==> config.mk <==
export PLATFORM = sky130hd
export DESIGN_NAME = regbank_wr_arbiter
export DESIGN_NICKNAME = d
export VERILOG_FILES = /design/src/rtl/regbank_wr_arbiter.sv
export SDC_FILE = /design/constraint.sdc
export NUM_CORES = 1
export LEC_CHECK = 0
export CAP_MARGIN = 20
export CELL_PAD_IN_SITES_DETAIL_PLACEMENT = 1
export CELL_PAD_IN_SITES_GLOBAL_PLACEMENT = 1
export CORE_MARGIN = 8
export CORE_UTILIZATION = 34
export DETAILED_ROUTE_END_ITERATION = 8
export GPL_TIMING_DRIVEN = 0
export PLACE_DENSITY_LB_ADDON = 0.25
export SETUP_SLACK_MARGIN = 0.05
export SYNTH_ARGS = -nofsm -noshare
export SYNTH_HDL_FRONTEND = slang
export SYNTH_SLANG_ARGS = --single-unit
==> constraint.sdc <==
create_clock -name clk -period 4.6 [get_ports clk]
set_clock_uncertainty 0.2 [all_clocks]
set_input_delay 0.46 -clock clk [delete_from_list [all_inputs] [get_ports clk]]
set_output_delay 0.46 -clock clk [all_outputs]
set_load 0.05 [all_outputs]
**Wires at chosen ports, followed through buffers**

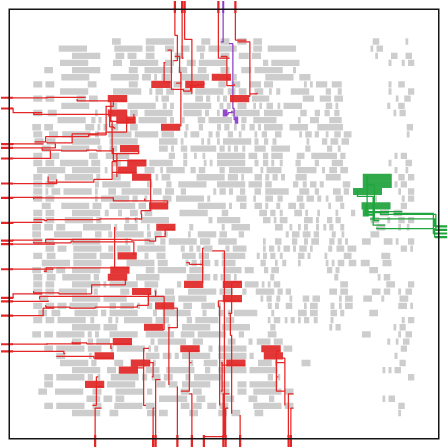
Red shows `WB`, bits 32, direction output, edge 16 west, 11 south, 5 north, end cells 32, wire 1790 um. Green shows `alu_rd`, bits 4, direction input, edge east, end cells 5, wire 194 um. Purple shows `mem_valid`, bits 1, direction input, edge north, end cells 2, wire 48.6 um.
I/O pin cnt: 207
PortBufs: 168

**Routed clock nets over the placement**

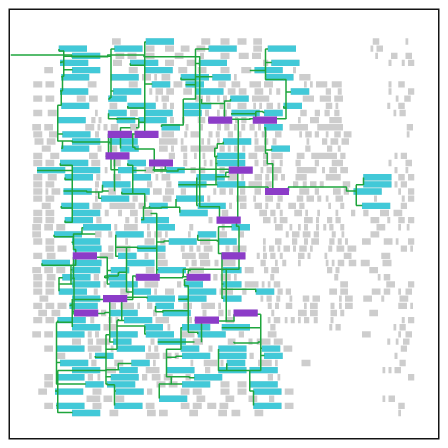
Green shows clock wires, length 1840 um. Cyan shows flip-flops, count 157. Purple shows clock drivers, count 17.
There are 18 routed clock nets.
Clk pwr share: 0.318
clock group power: 1.36 mW
clk_lat worst skew: 0.42 ns

**Cell outlines without signal wires**

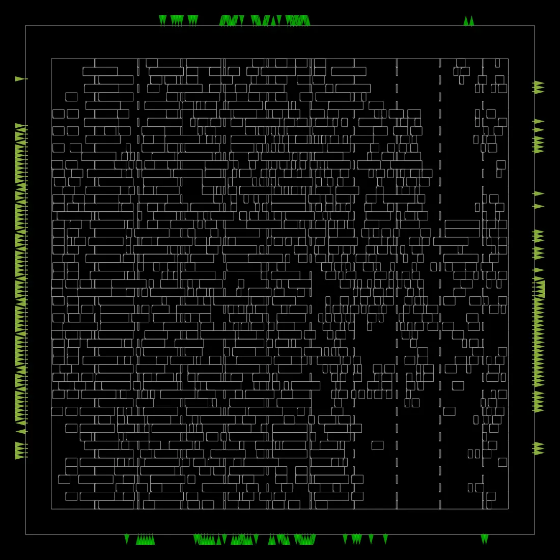
register share of the cell area: 0.419
Core Area: 21100 um2
Cell Count, Final, Fillers Out: 1131
Layout Utilization: 0.484
Tap Cells: 275

==> impl_metrics.tcl <==
# place-and-route summary
set metrics [dict create \
    outcome "finished clean" \
    relSlewSlack 0.371 \
    num_rows 53 \
    synthTopCellsByCount "edfxtp_1, dfxtp_1, buf_4" \
    synth_flops 157 \
    edf_count 113 \
    whs_ns 0.265 \
    grt_use_total 0.178 \
    first_iter_violations 389 \
    die_y_um 163 \
    powerSeq_mw 1.74 \
    setup_violations 0 \
    cp_num_buf_inv 4 \
    avgSynthCellArea_um2 11.9 \
    drtAntennaViolNets 0 \
    areaGrowthSynthToFinish_pct 39.0 \
    routed_wirelength_um 23800 \
    ctsHoldBuffers 0 \
    grt_pass1_wl_um 36500 \
    finalSetupTns_ns 0 \
    maxCapViolations 0 \
    clk_path_buf_depth 2 \
    root_buffer "clkbuf_16" \
    power.group.top "sequential cells" \
    peakVddDrop_mv 0.236 \
    p_sw_mw 1.46 \
    htreeDepth 4 \
    ys_sh_adder 0.00682 \
    p_leak_nw 3.68 \
    die_area_um2 26600 \
    synth.top_cell.area_share 0.462 \
    cp_slowest_cell "or4_4" \
    clock_buffers 18 \
    cts_buffers 17 \
    yosysChipArea_um2 7340 \
    power_frac_seq 0.408 \
    vias_per_cell 5.15 \
    finalNetCount 960 \
    comb_share 0.253 \
    crit_chain "inv_1 > ha_1 > mux2i_1 > o21ai_1 > or4_4 > a211oi_2 > nand4_1 > o2111ai_2 > buf_6 > clkbuf_4 > a21oi_1 > clkdlybuf4s15_2" \
    yosysUniqueCellTypes 69 \
    mux_share 0.0177 \
    avgRoutedWirePerCell_um 21.1 \
    final_common_cell "clkdlybuf4s50_1" \
    crit_cells 12 \
    clk_pin_slew_ns 0.07 \
    layout_setup_ws_ns 0.269 \
    yosysWarnings 0 \
    via_count 5820 \
    grt_use_met1 0.215 \
    cp_data_arrival_time_ns 3.67 \
    first_pass_iters 5 \
    fillers 2268 \
    synthCells 617 \
    flops 157 \
    async_flop_share 0 \
    signal_buffers 248 \
    rsz0062_at_grt "false" \
    pg_comb_mw 1.17 \
    post_cts_buffers 0 \
    r2r_setup_slack_ns 0.46 \
    period_needed_ns 4.33 \
    synth_stat.cells 617 \
    regArea_um2 4270 \
    max_stage_delay_ns 0.58 \
    finalHoldViolations 0 \
    gp_congestion 0.866 \
    dpl_cell_area_um2 9610 \
    cellInternalPower_mw 2.81 \
    ys_sh_xor 0.0119 \
    end_kind "output port" \
    synth_seq_share 0.582 \
    syn-cell-area_um2 7340 \
    inverters 42 \
    drive_above_1_share 0.164 \
    warnings 29 \
    post-synth-top-count-cell "edfxtp_1" \
    grt_max_degree 37 \
    yosys.area.top_type "edfxtp_1" \
    critPathTopFamily "buffers and inverters" \
    post-route-drc-count 0 \
    ys_sh_simple 0.101 \
    wirelength_met1_um 10000 \
    grtUsageMet3 0.0576 \
    logic_gates 377 \
    cp.required_ns 3.94 \
    topCellsByArea "edfxtp_1, dfxtp_1, a221oi_2" \
    cts_resized 7 \
]
Power and IR drop assume default switching activity.
